--- config.mk ---
export PLATFORM = sky130hd
export DESIGN_NAME = uart_rx_fifo
export DESIGN_NICKNAME = d
export VERILOG_FILES = /design/src/rtl/uart_rx_fifo.sv
export SDC_FILE = /design/constraint.sdc
export NUM_CORES = 1
export LEC_CHECK = 0
export ABC_CLOCK_PERIOD_IN_PS = 9100
export CAP_MARGIN = 20
export CORE_ASPECT_RATIO = 1.25
export CORE_MARGIN = 8
export CORE_UTILIZATION = 50
export CTS_CLUSTER_SIZE = 30
export DETAILED_ROUTE_END_ITERATION = 8
export PLACE_DENSITY_LB_ADDON = 0.3
export SLEW_MARGIN = 0
export SYNTH_ARGS = -nofsm -noshare
export SYNTH_HDL_FRONTEND = slang
export SYNTH_SLANG_ARGS = --single-unit
--- constraint.sdc ---
create_clock -name clk -period 9.1 [get_ports clk]
set_clock_uncertainty 0.15 [all_clocks]
set_input_delay 1.365 -clock clk [delete_from_list [all_inputs] [get_ports clk]]
set_output_delay 1.365 -clock clk [all_outputs]
set_load 0.01 [all_outputs]
--- src/rtl/uart_rx_fifo.sv ---
// UART receiver (16x oversampled, optional parity) feeding a first-word
// fall-through FIFO with framing, parity and overrun error pulses.
`timescale 1ns/1ps
module uart_rx_fifo #(
  parameter int unsigned CLK_HZ     = 100_000_000,
  parameter int unsigned BAUD       = 9600,
  parameter int unsigned DATA_BITS  = 8,
  parameter int unsigned PARITY     = 0,
  parameter int unsigned FIFO_DEPTH = 4
) (
  input  logic                          clk,
  input  logic                          rst,
  input  logic                          rx,
  input  logic                          rd_en,
  output logic [7:0]                    rd_data,
  output logic                          empty,
  output logic                          full,
  output logic [$clog2(FIFO_DEPTH):0]   count,
  output logic                          frame_err,
  output logic                          parity_err,
  output logic                          overrun
);

  localparam int unsigned DIV_RAW = (CLK_HZ + BAUD * 8) / (BAUD * 16);
  localparam int unsigned DIV     = (DIV_RAW < 1) ? 1 : DIV_RAW;
  localparam int unsigned DIV_W   = (DIV > 1) ? $clog2(DIV) : 1;
  localparam int unsigned AW      = $clog2(FIFO_DEPTH);
  localparam int unsigned CW      = AW + 1;
  localparam logic        ODD_PAR = 1'(PARITY == 2);

  typedef enum logic [2:0] {
    IDLE      = 3'd0,
    START     = 3'd1,
    DATA      = 3'd2,
    PAR       = 3'd3,
    STOP      = 3'd4,
    WAIT_IDLE = 3'd5
  } state_t;

  // Receiver state
  state_t             state_q, state_d;
  logic               rx_s1_q, rx_s1_d;
  logic               rx_s2_q, rx_s2_d;
  logic               rx_prev_q, rx_prev_d;
  logic [DIV_W-1:0]   div_cnt_q, div_cnt_d;
  logic [3:0]         tick_cnt_q, tick_cnt_d;
  logic [2:0]         bit_cnt_q, bit_cnt_d;
  logic [7:0]         shift_q, shift_d;
  logic               par_ok_q, par_ok_d;
  logic               frame_err_q, frame_err_d;
  logic               parity_err_q, parity_err_d;

  // FIFO state
  logic [7:0]         mem_q [FIFO_DEPTH];
  logic [7:0]         mem_d [FIFO_DEPTH];
  logic [AW-1:0]      wr_ptr_q, wr_ptr_d;
  logic [AW-1:0]      rd_ptr_q, rd_ptr_d;
  logic [CW-1:0]      count_q, count_d;
  logic               empty_q, empty_d;
  logic               full_q, full_d;
  logic [7:0]         rd_data_q, rd_data_d;
  logic               overrun_q, overrun_d;

  logic               tick_c;
  logic               good_c;
  logic               rd_fire_c;
  logic               wr_fire_c;

  // Oversample tick: one clk pulse every DIV clocks
  assign tick_c = (div_cnt_q == DIV_W'(DIV - 1));

  // Synchronizer, tick phase and frame-decoding FSM next state
  always_comb begin
    state_d      = state_q;
    rx_s1_d      = rx;
    rx_s2_d      = rx_s1_q;
    rx_prev_d    = rx_s2_q;
    div_cnt_d    = tick_c ? '0 : div_cnt_q + DIV_W'(1);
    tick_cnt_d   = tick_cnt_q;
    bit_cnt_d    = bit_cnt_q;
    shift_d      = shift_q;
    par_ok_d     = par_ok_q;
    frame_err_d  = 1'b0;
    parity_err_d = 1'b0;
    good_c       = 1'b0;

    unique case (state_q)
      IDLE: begin
        // Falling edge restarts the tick phase so sampling lands mid-bit
        if (rx_prev_q && !rx_s2_q) begin
          state_d    = START;
          div_cnt_d  = '0;
          tick_cnt_d = '0;
          bit_cnt_d  = '0;
          shift_d    = '0;
          par_ok_d   = 1'b1;
        end
      end
      START: begin
        if (tick_c) begin
          tick_cnt_d = tick_cnt_q + 4'd1;
          if (tick_cnt_q == 4'd7) begin
            tick_cnt_d = '0;
            state_d    = rx_s2_q ? IDLE : DATA;
          end
        end
      end
      DATA: begin
        if (tick_c) begin
          tick_cnt_d = tick_cnt_q + 4'd1;
          if (tick_cnt_q == 4'd15) begin
            shift_d[bit_cnt_q] = rx_s2_q;
            bit_cnt_d          = bit_cnt_q + 3'd1;
            if (bit_cnt_q == 3'(DATA_BITS - 1)) begin
              state_d = (PARITY != 0) ? PAR : STOP;
            end
          end
        end
      end
      PAR: begin
        if (tick_c) begin
          tick_cnt_d = tick_cnt_q + 4'd1;
          if (tick_cnt_q == 4'd15) begin
            par_ok_d = (((^shift_q) ^ rx_s2_q) == ODD_PAR);
            state_d  = STOP;
          end
        end
      end
      STOP: begin
        if (tick_c) begin
          tick_cnt_d = tick_cnt_q + 4'd1;
          if (tick_cnt_q == 4'd15) begin
            if (!rx_s2_q) begin
              frame_err_d = 1'b1;
              state_d     = WAIT_IDLE;
            end else if (!par_ok_q) begin
              parity_err_d = 1'b1;
              state_d      = IDLE;
            end else begin
              good_c  = 1'b1;
              state_d = IDLE;
            end
          end
        end
      end
      WAIT_IDLE: begin
        if (rx_s2_q) begin
          state_d = IDLE;
        end
      end
      default: state_d = IDLE;
    endcase
  end

  // FIFO pointer/count update with first-word fall-through head register
  always_comb begin
    mem_d     = mem_q;
    wr_ptr_d  = wr_ptr_q;
    rd_ptr_d  = rd_ptr_q;
    count_d   = count_q;
    rd_fire_c = rd_en && !empty_q;
    wr_fire_c = good_c && (!full_q || rd_fire_c);
    overrun_d = good_c && full_q && !rd_fire_c;

    if (wr_fire_c) begin
      mem_d[wr_ptr_q] = shift_q;
      wr_ptr_d        = wr_ptr_q + AW'(1);
    end
    if (rd_fire_c) begin
      rd_ptr_d = rd_ptr_q + AW'(1);
    end

    unique case ({wr_fire_c, rd_fire_c})
      2'b10:   count_d = count_q + CW'(1);
      2'b01:   count_d = count_q - CW'(1);
      default: count_d = count_q;
    endcase

    empty_d   = (count_d == '0);
    full_d    = (count_d == CW'(FIFO_DEPTH));
    rd_data_d = empty_d ? 8'h00 : mem_d[rd_ptr_d];
  end

  // State registers
  always_ff @(posedge clk or negedge rst) begin
    if (!rst) begin
      state_q      <= IDLE;
      rx_s1_q      <= 1'b1;
      rx_s2_q      <= 1'b1;
      rx_prev_q    <= 1'b1;
      div_cnt_q    <= '0;
      tick_cnt_q   <= '0;
      bit_cnt_q    <= '0;
      shift_q      <= '0;
      par_ok_q     <= 1'b1;
      frame_err_q  <= 1'b0;
      parity_err_q <= 1'b0;
      mem_q        <= '{default: '0};
      wr_ptr_q     <= '0;
      rd_ptr_q     <= '0;
      count_q      <= '0;
      empty_q      <= 1'b1;
      full_q       <= 1'b0;
      rd_data_q    <= '0;
      overrun_q    <= 1'b0;
    end else begin
      state_q      <= state_d;
      rx_s1_q      <= rx_s1_d;
      rx_s2_q      <= rx_s2_d;
      rx_prev_q    <= rx_prev_d;
      div_cnt_q    <= div_cnt_d;
      tick_cnt_q   <= tick_cnt_d;
      bit_cnt_q    <= bit_cnt_d;
      shift_q      <= shift_d;
      par_ok_q     <= par_ok_d;
      frame_err_q  <= frame_err_d;
      parity_err_q <= parity_err_d;
      mem_q        <= mem_d;
      wr_ptr_q     <= wr_ptr_d;
      rd_ptr_q     <= rd_ptr_d;
      count_q      <= count_d;
      empty_q      <= empty_d;
      full_q       <= full_d;
      rd_data_q    <= rd_data_d;
      overrun_q    <= overrun_d;
    end
  end

  assign rd_data    = rd_data_q;
  assign empty      = empty_q;
  assign full       = full_q;
  assign count      = count_q;
  assign frame_err  = frame_err_q;
  assign parity_err = parity_err_q;
  assign overrun    = overrun_q;

endmodule

==> run_1/placed.png <==
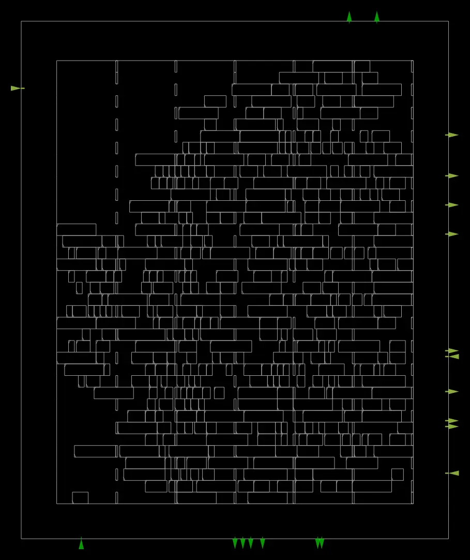
count of non-filler cells in the finished layout: 550
number of fill cells: 745
core area: 8606 µm²
Rows: 38
Seq cells: 84

==> run_1/port_trees.png <==
Scale: 2 px per µm.
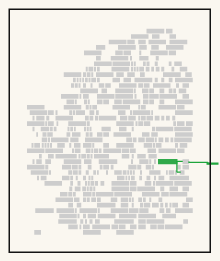
[green] empty | direction: output | edge: east | end cells: 1 | buffers: 1 | wire: 20.8 µm
number of buffers added on ports: 19
I/O pin count: 20

==> run_1/m2.png <==
Scale: 4 px per µm.
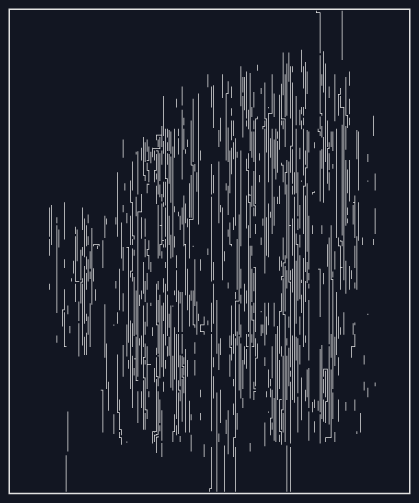
main direction: vertical
longest straight run: 51.3 µm
nets with wire on the layer: 370
share of all routed wire: 52%
wire length on this layer: 4580 µm
met2 Use GR: 27.87%
count of vias placed by the detailed router: 3058
total length of routed wires: 8816 µm

==> results_tabular.tex, run 1 <==
% Generated from flow reports
\begin{tabular}{lr}
\hline
Metric & Value \\
\hline
\multicolumn{2}{l}{\textbf{Placement}} \\
\quad Post-Place Worst Slack & 4299 ps \\
\quad Cell area after placement & 4586 µm² \\
\quad Gpl congestion & 0.8432 \\
\multicolumn{2}{l}{\textbf{Synthesis}} \\
\quad Floorplan Nets & 436 \\
\quad List of most frequent post-synthesis cells & sky130\_fd\_sc\_hd\_\_dfrtp\_1, sky130\_fd\_sc\_hd\_\_nand2\_1, sky130\_fd\_sc\_hd\_\_nor2\_1 \\
\quad AND/OR/NAND/NOR Cells, Area Fraction & 16.60\% \\
\quad Leading cell type by number of instances after synthesis & sky130\_fd\_sc\_hd\_\_dfrtp\_1 \\
\quad Synth Cell Area & approximately 4400 µm² \\
\quad Number of distinct library cell variants in the gate-level netlist after synthesis & 61 \\
\quad Area leader, netlist & sky130\_fd\_sc\_hd\_\_dfrtp\_1 \\
\quad Area figure in the yosys stat output & about 4400 µm² \\
\multicolumn{2}{l}{\textbf{Layout}} \\
\quad Comb gate area & 2098 µm² \\
\quad Logic share of the area & 43.67\% \\
\quad Proportion of cell area spent on the clock network & approximately 4\% \\
\quad Antenna cell count & 0 \\
\quad Number of signal-net inverters in the final layout & 11 \\
\quad Non-clock buffer count & 20 \\
\quad Final design utilization & 55.83\% \\
\multicolumn{2}{l}{\textbf{Setup path}} \\
\quad Sum of buffers and inverters on the critical path & 1 \\
\quad Slowest cell on crit path & sky130\_fd\_sc\_hd\_\_clkdlybuf4s50\_1 \\
\quad Max incr delay on CP & $\sim$470 ps \\
\quad Crit start category & input port \\
\quad Start-to-end type of the worst setup path & in2reg \\
\quad Kind of cell adding the most delay to the critical path & AND-OR/OR-AND gates \\
\multicolumn{2}{l}{\textbf{CTS}} \\
\quad Clock Sink Count & roughly 84 \\
\quad Source-to-sink clock delay at the later pin of the worst-skew pair & around 360 ps \\
\quad Number of buffers on the longest clock path & 2 \\
\quad Number of hold buffers added after cts & 0 \\
\multicolumn{2}{l}{\textbf{Global routing}} \\
\quad Number of antenna violations at the first check in global routing & 0 \\
\quad Global-route usage over all layers & between 15 and 20\% \\
\quad Global-route wire length before repair & 15180 µm \\
\quad Via count of the first global-routing pass & 3103 \\
\multicolumn{2}{l}{\textbf{Route}} \\
\quad Number of iterations in the first detailed-routing pass & 4 \\
\quad Drt first-iter violations & 71 \\
\multicolumn{2}{l}{\textbf{STA}} \\
\quad Slew Limit Fails & 0 \\
\quad Total setup violations reported at the end of the flow & 0 \\
\quad Rel. slew slack & between 30\% and 40\% \\
\quad Setup repair after global routing missed its margin & no \\
\quad Final period demand of the worst path & 4496 ps \\
\multicolumn{2}{l}{\textbf{Outcome}} \\
\quad Outcome & finished clean \\
\multicolumn{2}{l}{\textbf{Pwr}} \\
\quad Static leakage & 2.125 nW \\
\hline
\end{tabular}
## run 1: per-layer routing
layer | GRT usage (%) | vias to the layer above | share of wire [%]
met5 | 0 | - | 0
met4 | 7.685 | 0 | 1.9
met3 | 3.163 | 12 | 3.0
met2 | 27.87 | 38 | 52
met1 | 17.81 | 1507 | 43
li1 | - | 1501 | -
## run 1: registers in the layout, summed over array words and instances, names as in the netlist, 2 cells and up
signal and cells:
mem_q 32, div_cnt_q 10, rd_data 8, shift_q 8
tick_cnt_q 4, bit_cnt_q 3, count 3, state_q 3
rd_ptr_q 2, wr_ptr_q 2
## run 1: power breakdown
group	total [W]	switching, W	leakage (nW)	internal (W)
sequential	0.000484	0.0000582	1.13	0.000426
clock	0.000267	0.000134	0.0914	0.000132
combinational	0.000448	0.000248	0.908	0.000200
total	0.00120	0.000440	2.13	0.000759
## run 1: logic make-up after synthesis
family | after synthesis
AND/OR/NAND/NOR | 144
flip-flops | 84
AND-OR/OR-AND | 82
multiplexers | 42
buffers and inverters | 37
XOR/XNOR | 21
adder cells (fa/ha/maj) | 11
## run 1: worst register-to-register path, delay by kind of cell (launching register included)
kind / cells / cell delay [ps]
simple gates: 4 / 1550
fa+ha+maj: 3 / 1030
compound gates: 4 / 580
flops: 1 / 390
xor+xnor: 1 / 170
## run 1: path summary, 6_finish.rpt
kind / from / slack, ps / to
min reg2reg: rx_s1_q$_DFF_PN1_ / 210 / rx_prev_d$_DFF_PN1_
min: rx_s1_q$_DFF_PN1_ / 210 / rx_prev_d$_DFF_PN1_
max reg2reg: tick_cnt_q[0]$_DFFE_PN0P_ / 5110 / rd_data[7]$_DFF_PN0_
min in group asynchronous: rst / 710 / count[1]$_DFF_PN0_
max in group asynchronous: rst / 7430 / empty$_DFF_PN1_
max: rd_en / 4600 / rd_data[7]$_DFF_PN0_
==> run_1/layers.png <==
Scale: 2 px per µm. Two of the layers only.
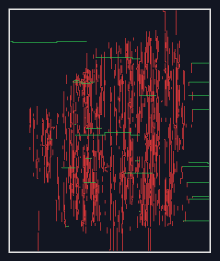

==> inputs of run 2 (changes only) <==
- ABC_CLOCK_PERIOD_IN_PS: 9100 -> 4450
- clock period: 9.1 -> 4.45 ns (I/O delays scaled with it)
==> run_2/layers.png <==
Scale: 2 px per µm. Two of the layers only.
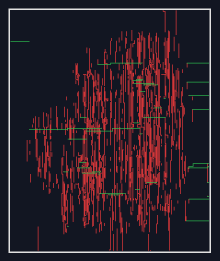
[green] M3 | wire length: 288 µm
[red] M2 | wire length: 4520 µm
count of vias placed by the detailed router: 3082
total length of routed wires: 8775 µm
global-route usage over all layers: 15.88%

==> run_2/port_trees.png <==
Scale: 2 px per µm.
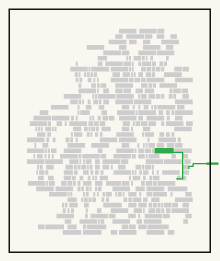
[green] empty | direction: output | edge: east | end cells: 1 | buffers: 1 | wire: 33.9 µm

==> run_2/pinout.png <==
Scale: 4 px per µm. Pins as bars across the die edge, other pins in gray.
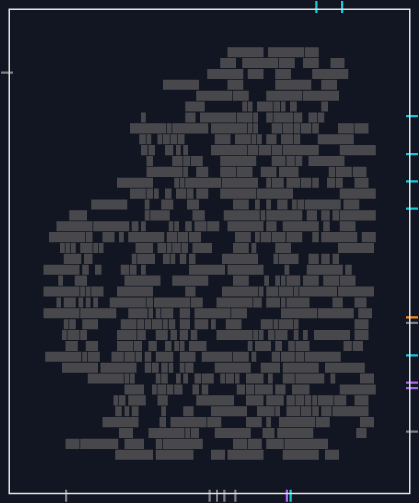
[orange] empty | pins: 1 | direction: output | edge: east
[cyan] rd_data | pins: 8 | direction: output | edge: 5 east, 2 north, 1 south
[purple] count | pins: 3 | direction: output | edge: 2 east, 1 south
height of the die: 120.7 µm
overall die width: 99.77 µm

==> run 2 against run 1 <==
Compared with the run above:
- utilization rose by 0.51 points
- sequential power rose by 100%
- critical endpoint unchanged
- clock-buffer cell count rose by 1
- power rose by 110%
- highest routed layer unchanged
- critical path depth did not move
- register-to-register slack got worse by 4200 ps
- largest power group unchanged
- wire length fell by 0.47%
==> results_tabular.tex, run 2 <==
% Generated from flow reports
\begin{tabular}{lr}
\hline
Metric & Value \\
\hline
\multicolumn{2}{l}{\textbf{Outcome}} \\
\quad Outcome & finished clean \\
\multicolumn{2}{l}{\textbf{Synthesis}} \\
\quad Area figure in the yosys stat output & 4385 µm² \\
\quad Number of distinct library cell variants in the gate-level netlist after synthesis & 61 \\
\quad Synth Cell Area & 4385 µm² \\
\quad AND/OR/NAND/NOR Cells, Area Fraction & 16.60\% \\
\quad Leading cell type by number of instances after synthesis & sky130\_fd\_sc\_hd\_\_dfrtp\_1 \\
\quad List of most frequent post-synthesis cells & sky130\_fd\_sc\_hd\_\_dfrtp\_1, sky130\_fd\_sc\_hd\_\_nand2\_1, sky130\_fd\_sc\_hd\_\_nor2\_1 \\
\multicolumn{2}{l}{\textbf{Pwr}} \\
\quad Share of total power consumed by net switching & a little over a third \\
\quad Clk pwr & $\sim$0.00056 W \\
\quad Cell internal power dissipation & around 0.0016 W \\
\quad Clock share of power & 22.6\% \\
\quad Sequential Power Share & 39.9\% \\
\quad Net Sw Power & $\sim$0.00091 W \\
\quad Combinational Power & 0.000929 W \\
\quad Combinational power share & a little under two fifths \\
\quad Sequential cell power & 0.000992 W \\
\multicolumn{2}{l}{\textbf{Placement}} \\
\quad Cell area after placement & 4608 µm² \\
\quad Post-Place Worst Slack & slightly above 700 ps \\
\quad Number of buffers added on ports & 19 \\
\quad Gpl congestion & 0.8561 \\
\multicolumn{2}{l}{\textbf{Layout}} \\
\quad Final design utilization & 56.34\% \\
\quad Leading registers by flop count & mem\_q (32), div\_cnt\_q (10) \\
\quad Count of non-filler cells in the finished layout & 555 \\
\quad Antenna cell count & 0 \\
\quad Register containing the most flip-flops in the final layout & mem\_q \\
\quad Max FFs per register & 32 \\
\multicolumn{2}{l}{\textbf{Route}} \\
\quad Detailed route wirelength on metal2 & 4519 µm \\
\quad Number of iterations in the first detailed-routing pass & 4 \\
\quad Total routed wire length on the met1 layer & $\sim$3800 µm \\
\multicolumn{2}{l}{\textbf{Floorplan}} \\
\quad I/O pin count & 20 \\
\quad Core area & about 8600 µm² \\
\multicolumn{2}{l}{\textbf{Setup path}} \\
\quad Start-to-end type of the worst setup path & reg2reg \\
\quad Crit start category & flop \\
\multicolumn{2}{l}{\textbf{Global routing}} \\
\quad GRT Max-Usage Layer & met2 \\
\quad Met2 Use GR & 27.71\% \\
\quad Met1 usage in global routing & 18.22\% \\
\quad Global-route wire length before repair & 15510 µm \\
\quad Global-route met3 utilization & 3.105\% \\
\multicolumn{2}{l}{\textbf{STA}} \\
\quad Total setup violations reported at the end of the flow & 0 \\
\quad Setup repair after global routing missed its margin & no \\
\quad Final period demand of the worst path & 3513 ps \\
\quad Slew Limit Fails & 0 \\
\multicolumn{2}{l}{\textbf{CTS}} \\
\quad Clock Sink Count & 84 \\
\quad Source-to-sink clock delay at the later pin of the worst-skew pair & 360 ps \\
\quad Number of buffers on the longest clock path & 2 \\
\hline
\end{tabular}
==> run 2: final timing paths <==
| check | start | endpoint | slack (ps) | depth (start not counted) |
|---|---|---|---|---|
| setup / recovery | tick_cnt_q[0]$_DFFE_PN0P_ | rd_data[7]$_DFF_PN0_ | 940 | 12 |
| hold / removal | rx_s1_q$_DFF_PN1_ | rx_prev_d$_DFF_PN1_ | 210 | 0 |
| setup reg to reg | tick_cnt_q[0]$_DFFE_PN0P_ | rd_data[7]$_DFF_PN0_ | 940 | 12 |
| hold reg to reg | rx_s1_q$_DFF_PN1_ | rx_prev_d$_DFF_PN1_ | 210 | 0 |
| max in group asynchronous | rst | empty$_DFF_PN1_ | 2990 | 3 |
| min in group asynchronous | rst | frame_err$_DFF_PN0_ | 540 | 2 |
==> run 2: worst max-delay path: stages, from the launching register on <==
cell	delay, ps
sky130_fd_sc_hd__dfrtp_1	390
sky130_fd_sc_hd__ha_1	230
sky130_fd_sc_hd__nand3_1	230
sky130_fd_sc_hd__nor4_2	530
sky130_fd_sc_hd__nand2_2	110
sky130_fd_sc_hd__ha_1	260
sky130_fd_sc_hd__fa_1	380
sky130_fd_sc_hd__xnor2_1	150
sky130_fd_sc_hd__o21a_1	190
sky130_fd_sc_hd__or3_1	440
sky130_fd_sc_hd__o311a_1	150
sky130_fd_sc_hd__o21ai_0	90
sky130_fd_sc_hd__o22ai_1	100
==> run 2: final cells by class <==
class	instances	area, µm²	area share (%)
Sequential cell	84	2108	43.48
Multi-Input combinational cell	300	2098	43.28
Timing Repair Buffer	24	247.7	5.110
Clock buffer	12	155.1	3.200
Tap cell	120	150.1	3.097
Clock inverter	4	47.55	0.9806
Inverter	11	41.29	0.8516
Power and IR drop assume default switching activity.
